[config.mk]
export PLATFORM = sky130hd
export DESIGN_NAME = spi_slave_regfile
export DESIGN_NICKNAME = d
export VERILOG_FILES = /design/src/rtl/spi_slave_regfile.sv
export SDC_FILE = /design/constraint.sdc
export NUM_CORES = 1
export LEC_CHECK = 0
export ABC_AREA = 0
export ABC_CLOCK_PERIOD_IN_PS = 2510
export CORE_MARGIN = 5
export CORE_UTILIZATION = 57
export CTS_CLUSTER_SIZE = 28
export DETAILED_ROUTE_END_ITERATION = 8
export PLACE_DENSITY = 0.77
export SYNTH_ARGS = -nofsm -noshare
export SYNTH_HDL_FRONTEND = slang
export SYNTH_SLANG_ARGS = --single-unit
export TNS_END_PERCENT = 10
[constraint.sdc]
create_clock -name clk -period 2.51 [get_ports clk]
set_clock_uncertainty 0.05 [all_clocks]
set_input_delay 0.251 -clock clk [delete_from_list [all_inputs] [get_ports clk]]
set_output_delay 0.251 -clock clk [all_outputs]
set_load 0.05 [all_outputs]
[src/rtl/spi_slave_regfile.sv]
// SPI mode-0 slave exposing a 32 x 8 register file (MAX3421E-style command byte),
// with a local read/write port and write strobes for SPI-originated writes.
module spi_slave_regfile #(
  parameter int unsigned NREGS       = 32,
  parameter int unsigned SYNC_STAGES = 2,
  localparam int unsigned AW         = $clog2(NREGS)
) (
  input  logic          clk,
  input  logic          reset_n,
  input  logic          spi_sclk,
  input  logic          spi_mosi,
  input  logic          spi_ss_n,
  output logic          spi_miso,
  output logic          spi_miso_oe,
  input  logic [7:0]    status_in,
  input  logic          loc_we,
  input  logic [AW-1:0] loc_addr,
  input  logic [7:0]    loc_wdata,
  output logic [7:0]    loc_rdata,
  output logic          wr_valid,
  output logic [AW-1:0] wr_addr,
  output logic [7:0]    wr_data,
  output logic          frame_active
);

  typedef enum logic [1:0] {IDLE, CMD, DATA_WR, DATA_RD} state_t;

  localparam logic [AW-1:0] LAST_ADDR = AW'(NREGS - 1);

  logic [SYNC_STAGES-1:0] sclk_sync, mosi_sync, ss_sync;
  logic                   sclk_d, ss_d;
  logic                   sclk_s, mosi_s, ss_s;
  logic                   sclk_rise, sclk_fall, ss_fall;

  state_t        state;
  logic [2:0]    bit_cnt;
  logic [6:0]    shift_in;
  logic [7:0]    shift_out;
  logic [7:0]    rx_byte;
  logic [AW-1:0] addr;
  logic          wr_pending;
  logic [7:0]    wr_byte;
  logic [7:0]    regs [NREGS];

  function automatic logic [AW-1:0] next_addr(input logic [AW-1:0] a);
    return (a == LAST_ADDR) ? '0 : a + 1'b1;
  endfunction

  always_ff @(posedge clk or negedge reset_n) begin
    if (!reset_n) begin
      sclk_sync <= '0;
      mosi_sync <= '0;
      ss_sync   <= '1;
      sclk_d    <= 1'b0;
      ss_d      <= 1'b1;
    end else begin
      sclk_sync[0] <= spi_sclk;
      mosi_sync[0] <= spi_mosi;
      ss_sync[0]   <= spi_ss_n;
      for (int unsigned i = 1; i < SYNC_STAGES; i++) begin
        sclk_sync[i] <= sclk_sync[i-1];
        mosi_sync[i] <= mosi_sync[i-1];
        ss_sync[i]   <= ss_sync[i-1];
      end
      sclk_d <= sclk_s;
      ss_d   <= ss_s;
    end
  end

  assign sclk_s    = sclk_sync[SYNC_STAGES-1];
  assign mosi_s    = mosi_sync[SYNC_STAGES-1];
  assign ss_s      = ss_sync[SYNC_STAGES-1];
  assign sclk_rise = sclk_s & ~sclk_d;
  assign sclk_fall = ~sclk_s & sclk_d;
  assign ss_fall   = ~ss_s & ss_d;
  assign rx_byte   = {shift_in, mosi_s};

  // A falling edge always presents shift_out[7]; the status MSB is driven
  // directly at frame start so the first falling edge presents bit 6.
  always_ff @(posedge clk or negedge reset_n) begin
    if (!reset_n) begin
      state        <= IDLE;
      bit_cnt      <= '0;
      shift_in     <= '0;
      shift_out    <= '0;
      addr         <= '0;
      wr_pending   <= 1'b0;
      wr_byte      <= '0;
      spi_miso     <= 1'b0;
      spi_miso_oe  <= 1'b0;
      frame_active <= 1'b0;
      wr_valid     <= 1'b0;
      wr_addr      <= '0;
      wr_data      <= '0;
    end else begin
      wr_valid <= 1'b0;
      // A completed byte commits even if SS_n has already risen.
      if (wr_pending) begin
        wr_pending <= 1'b0;
        wr_valid   <= 1'b1;
        wr_addr    <= addr;
        wr_data    <= wr_byte;
        addr       <= next_addr(addr);
      end
      case (state)
        IDLE: begin
          if (ss_fall) begin
            state        <= CMD;
            bit_cnt      <= '0;
            spi_miso_oe  <= 1'b1;
            frame_active <= 1'b1;
            spi_miso     <= status_in[7];
            shift_out    <= {status_in[6:0], 1'b0};
          end
        end
        default: begin
          if (ss_s) begin
            state        <= IDLE;
            bit_cnt      <= '0;
            spi_miso_oe  <= 1'b0;
            spi_miso     <= 1'b0;
            frame_active <= 1'b0;
          end else begin
            if (sclk_fall) begin
              spi_miso  <= shift_out[7];
              shift_out <= {shift_out[6:0], 1'b0};
            end
            if (sclk_rise) begin
              bit_cnt  <= bit_cnt + 3'd1;
              shift_in <= {shift_in[5:0], mosi_s};
              if (bit_cnt == 3'd7) begin
                case (state)
                  CMD: begin
                    addr <= rx_byte[7 -: AW];
                    if (rx_byte[1]) begin
                      state     <= DATA_WR;
                      shift_out <= '0;
                    end else begin
                      state     <= DATA_RD;
                      shift_out <= regs[rx_byte[7 -: AW]];
                    end
                  end
                  DATA_WR: begin
                    wr_pending <= 1'b1;
                    wr_byte    <= rx_byte;
                    shift_out  <= '0;
                  end
                  DATA_RD: begin
                    addr      <= next_addr(addr);
                    shift_out <= regs[next_addr(addr)];
                  end
                  default: ;
                endcase
              end
            end
          end
        end
      endcase
    end
  end

  // SPI commit is ordered after the local write so it wins on an address clash.
  always_ff @(posedge clk or negedge reset_n) begin
    if (!reset_n) begin
      for (int unsigned i = 0; i < NREGS; i++) regs[i] <= '0;
      loc_rdata <= '0;
    end else begin
      if (loc_we)     regs[loc_addr] <= loc_wdata;
      if (wr_pending) regs[addr]     <= wr_byte;
      loc_rdata <= regs[loc_addr];
    end
  end

endmodule

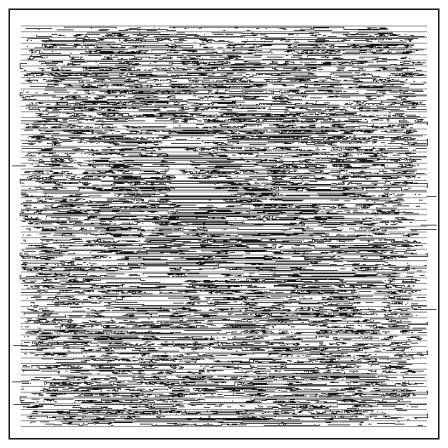
Fig. 1. Signal wires on met1 (run 1).
Supply wires on this layer in gray.
- longest straight run: 68.1 um
- main direction: horizontal
vias after detailed routing: 19662
global-route met1 utilization: 56.7%
detailed-route wire length: 88400 um

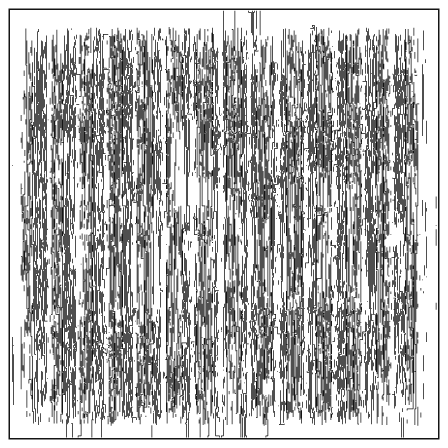
Fig. 2. M2 wires (run 1).
- main direction: vertical
- wire length on this layer: 38.5 mm
- longest straight run: 91.1 um
- share of all routed wire: 44%
- nets with wire on the layer: 1907
routing usage on met2: 63.2%

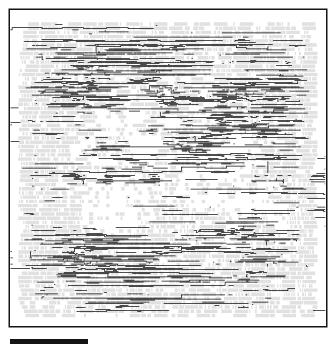
Fig. 3. M3 wires (run 1).
Scale bar: 50 um. Cells faint in the background.
- nets with wire on the layer: 427
- share of all routed wire: 12%
- main direction: horizontal
- longest straight run: 96.4 um
- wire length on this layer: 10600 um
met3 GRT Util: 10.7%

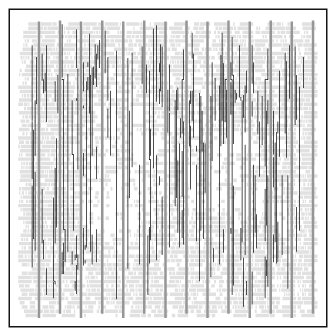
Fig. 4. The metal 4 layer (run 1).
Supply wires on this layer in gray. Cells faint in the background.
- main direction: vertical
- share of all routed wire: 7.5%
- wire length on this layer: 6660 um

[run 1: registers in the layout (all words and copies together) (netlist names), 3 cells and up]
| register | cells |
|---|---|
| addr | 5 |
| bit_cnt | 3 |
| loc_rdata | 8 |
| regs | 256 |
| shift_in | 7 |
| shift_out | 8 |
| wr_addr | 5 |
| wr_byte | 8 |
| wr_data | 8 |
[run 1: what timing repair did]
item | 4_1_cts | 5_1_grt
setup buffers | 10 | 0
setup endpoints to repair | 8 | 13
gates resized | 56 | 14
endpoints found under the hold margin | 62 | 0
pin swaps | 24 | 8
hold buffers | 1 | 0
[run 1: metal layers]
metal | GRT usage, % | vias up | share of wire [%]
met3 | 10.7 | 362 | 12
met2 | 63.2 | 1461 | 44
met1 | 56.7 | 9645 | 37
met4 | 25.7 | 0 | 7.5
met5 | 0 | - | 0
li1 | - | 8194 | -
==> impl_metrics.tcl, run 1 <==
# implementation run metrics
set metrics [dict create \
    outcome "finished, violations left" \
    failed_checks "negative setup slack" \
    core-area_mm2 0.0368 \
    total_power_w 0.0181 \
    power_leakage_nw 10.4 \
    power_switching_w 0.00592 \
    cell_internal_pwr_w 0.0122 \
    first_global_vias 19377 \
    grt_first_pass_wirelength_um 131000 \
    layout.cells.most_common_list "320 x mux2i_1, 316 x dfrtp_1, 274 x a21oi_1" \
    grt.overflow.total 0 \
    antenna_found_initial 2 \
    async_reset_ff_share_pct 100 \
    logic_gates 1584 \
    finalSetupTns_ns -0.322 \
    synth_area_mm2 0.0213 \
    top_area_cell "dfrtp_1" \
    fa_ha_area_share_pct 0.411 \
    seqCellArea_mm2 0.00807 \
    biggestCellCategory "combinational gates" \
    layout.non_clock_buffers 336 \
    cp_num_buf_inv 4 \
    logic_family "multiplexers" \
    area.share.sequential_pct 31.0 \
    detail_route.vias_per_cell 7.04 \
    sequential_cell_area_fraction_in_the_yosys_report_pct 37.8 \
    number_of_iterations_in_the_first_detailed_routing_pass 6 \
    synth.cellmix.xorXnorShare_pct 0.0821 \
    maxSlewHeadroom_pct 44.9 \
    net_total_in_the_final_layout 2330 \
    die_height_um 203 \
    timing.critical_path.arrival_ns 2.96 \
    reg2reg_to "shift_out[1]" \
    crit_end "shift_out[1]" \
    seq_power_share_pct 40.1 \
    timing_worst_slew_pin_value_ns 0.827 \
    top_cells_by_count "321 x mux2i_1, 319 x dfrtp_1, 277 x a21oi_1" \
    post_synth_mux_area_share_pct 31.6 \
    clkTransAtPathRegs_ns 0.06 \
    final-setup-viol-count 7 \
    chip_area_yosys_mm2 0.0213 \
    ys.warnings.count 0 \
    fin_ws_ns -0.0902 \
    count_of_final_hold_check_violations 0 \
    period_minus_slack_ns 2.60 \
    num-clock-buffers 49 \
    rows 70 \
    final_core_util_pct 70.7 \
    holdPathEnd "ss_sync[0]" \
    area_growth_syn_to_fin_pct 22.0 \
    netlist_instances 2119 \
    clock_tree_from_tritoncts "done" \
    detail_route.drc_violations 0 \
    maxSlewViolCount 0 \
    combinationalPowerShare_pct 26.7 \
    power.sequential.total_w 0.00728 \
    critical_path.endpoint_type "flip-flop" \
    layout.area.comb_mm2 0.0126 \
    power.combinational.total_w 0.00485 \
    rr_startpoint "addr[0]" \
    area.share.combinational_pct 48.5 \
    simple_gate_share_pct 11.3 \
    most_frequent_logic_cell_in_the_layout "mux2i_1" \
    critical_path_required_ns 2.87 \
    clk_path_buf_depth 3 \
    setup_repair_after_global_routing_missed_its_margin "yes" \
    worst-path-stages 12 \
    numCtsBuffers 36 \
    synth-edff-count 0 \
    synth_top_area_share_pct 37.4 \
    nNonClkInverters 16 \
    place.detailed.hpwl_um 61900 \
    num_io_pins 52 \
    diodes 1 \
    postPlaceCellArea_mm2 0.0243 \
    dr.first_iter.drc_count 2549 \
    max_freq_mhz 385 \
    mean_syn_cell_area_um2 10.1 \
    clk_latency_ns 0.57 \
    top_cell "mux2i_1" \
    grt_start_max_net_pins 80 \
    maximum_vdd_drop_mv 0.599 \
    power_per_cell_area_mw_per_mm2 697 \
    total_number_of_warnings_across_the_stage_logs 31 \
    ant_nets 0 \
    worst-r2r-cell-count 12 \
    dp.cells 2716 \
    grt_util_all_layers_pct 42.6 \
    htree_num_levels 2 \
    clockNetworkPower_w 0.00602 \
    n_fill_cell 2708 \
    fin_hold_ws_ns 0.0730 \
    crit_type "flip-flop to flip-flop" \
    cts-root-buf "clkbuf_16" \
    clock_buffer_and_inverter_area_fraction_after_layout_pct 5.10 \
    layout.nonclk_buf_share_pct 12.9 \
    synth.lib_cells_used.distinct 67 \
    compound_area_share_pct 14.5 \
    path_max_fanout 11 \
    dp_worst_setup_slack_ns -0.229 \
    worst_hold_startpoint "spi_ss_n" \
    postSynthNetCount 2153 \
    fp.dieArea_mm2 0.0414 \
    hp-class "input pin to flip-flop" \
    ys_cells 2119 \
    floorplan.initialDensity_pct 58.0 \
]
==> inputs of run 2 (changes only) <==
- ABC_CLOCK_PERIOD_IN_PS: 2510 -> unset
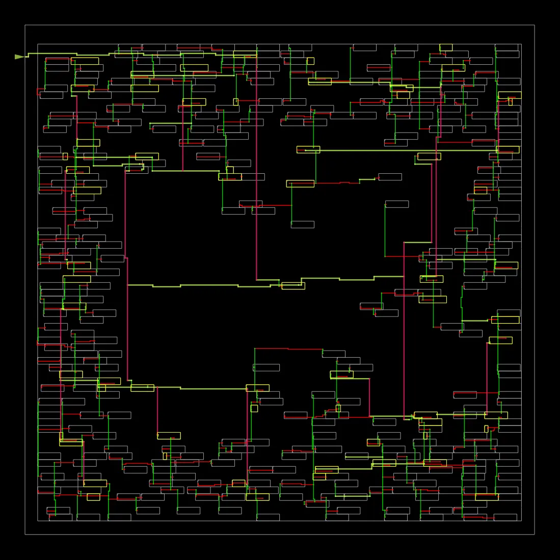
Fig. 5. Clock nets (run 2).
flop count: 322
count of clock-net buffers in the final layout: 49
clock network power consumption: 0.00602 W
clk ins delay skew pair: 0.57 ns
CTS Sinks: 322

==> impl_metrics.tcl, run 2 <==
# implementation run metrics
set metrics [dict create \
    outcome "finished, violations left" \
    failed_checks "negative setup slack" \
    fin_ws_ns -0.0902 \
    htree_num_levels 2 \
    die_height_um 203 \
    synth-edff-count 0 \
    clock_buffer_and_inverter_area_fraction_after_layout_pct 5.10 \
    postRouteWirelength_um 88400 \
    postSynthNetCount 2153 \
    grt_first_pass_wirelength_um 131000 \
    postPlaceCellArea_mm2 0.0243 \
    final-setup-viol-count 7 \
    first_global_vias 19377 \
    clock_tree_from_tritoncts "done" \
    maxSlewViolCount 0 \
    power.combinational.total_w 0.00485 \
    biggestCellCategory "combinational gates" \
    worst-r2r-cell-count 12 \
    detail_route.drc_violations 0 \
    number_of_iterations_in_the_first_detailed_routing_pass 6 \
    rr_startpoint "addr[0]" \
    layout.nonclk_buf_share_pct 12.9 \
    synth_area_mm2 0.0213 \
    top_area_cell "dfrtp_1" \
    netlist_instances 2119 \
    total_power_w 0.0181 \
    critical_path_required_ns 2.87 \
    largest_register_ffs 256 \
    logic_gates 1584 \
    dp.cells 2716 \
    maxSlewHeadroom_pct 44.9 \
    worst-path-stages 12 \
    ys_cells 2119 \
    cp_num_buf_inv 4 \
    grt_start_max_net_pins 80 \
    nNonClkInverters 16 \
    power_leakage_nw 10.4 \
    clkTransAtPathRegs_ns 0.06 \
    chip_area_yosys_mm2 0.0213 \
    diodes 1 \
    numCtsBuffers 36 \
    place.detailed.hpwl_um 61900 \
    max_flop_register "regs" \
    wl_met1_um 32500 \
    top_cell "mux2i_1" \
    hp-class "input pin to flip-flop" \
    grt_util_all_layers_pct 42.6 \
    power.sequential.total_w 0.00728 \
    dr_wl_met3_um 10600 \
    finalSetupTns_ns -0.322 \
    max_freq_mhz 385 \
    seq_power_share_pct 40.1 \
    num_io_pins 52 \
    fp.dieArea_mm2 0.0414 \
    synth_top_area_share_pct 37.4 \
    area_growth_syn_to_fin_pct 22.0 \
    clk_path_buf_depth 3 \
    maximum_vdd_drop_mv 0.599 \
    met2WireLength_um 38500 \
    grt-busiest-layer "met2" \
    layout.area.comb_mm2 0.0126 \
    rows 70 \
    total_number_of_warnings_across_the_stage_logs 31 \
    setup_repair_after_global_routing_missed_its_margin "yes" \
    crit_end "shift_out[1]" \
]
run 2: cell counts in the layout (fill, tap and decap cells not counted):
No cell type changed its count.
run 2: logic make-up (layout without fill, tap and decap cells):
| group | Yosys count | after routing | synth area share, % |
|---|---|---|---|
| DFF | 322 | 322 | 37.8 |
| muxes | 496 | 496 | 31.6 |
| and+or+nand+nor | 552 | 552 | 11.3 |
| other | 0 | 1 | 0 |
| xor gates and xnor gates | 2 | 2 | 0.0821 |
| adders and majority gates | 7 | 7 | 0.411 |
| buffers and inverters | 213 | 416 | 4.31 |
| AOI/OAI and AO/OA | 527 | 527 | 14.5 |
run 2: what timing repair did:
action,in CTS,in global routing
pin swaps,24,8
setup buffers,10,0
setup endpoints to repair,8,13
endpoints found under the hold margin,62,0
resized,56,14
hold buffers,1,0
Power figures rest on the tool's default switching activity, not on a simulated workload.
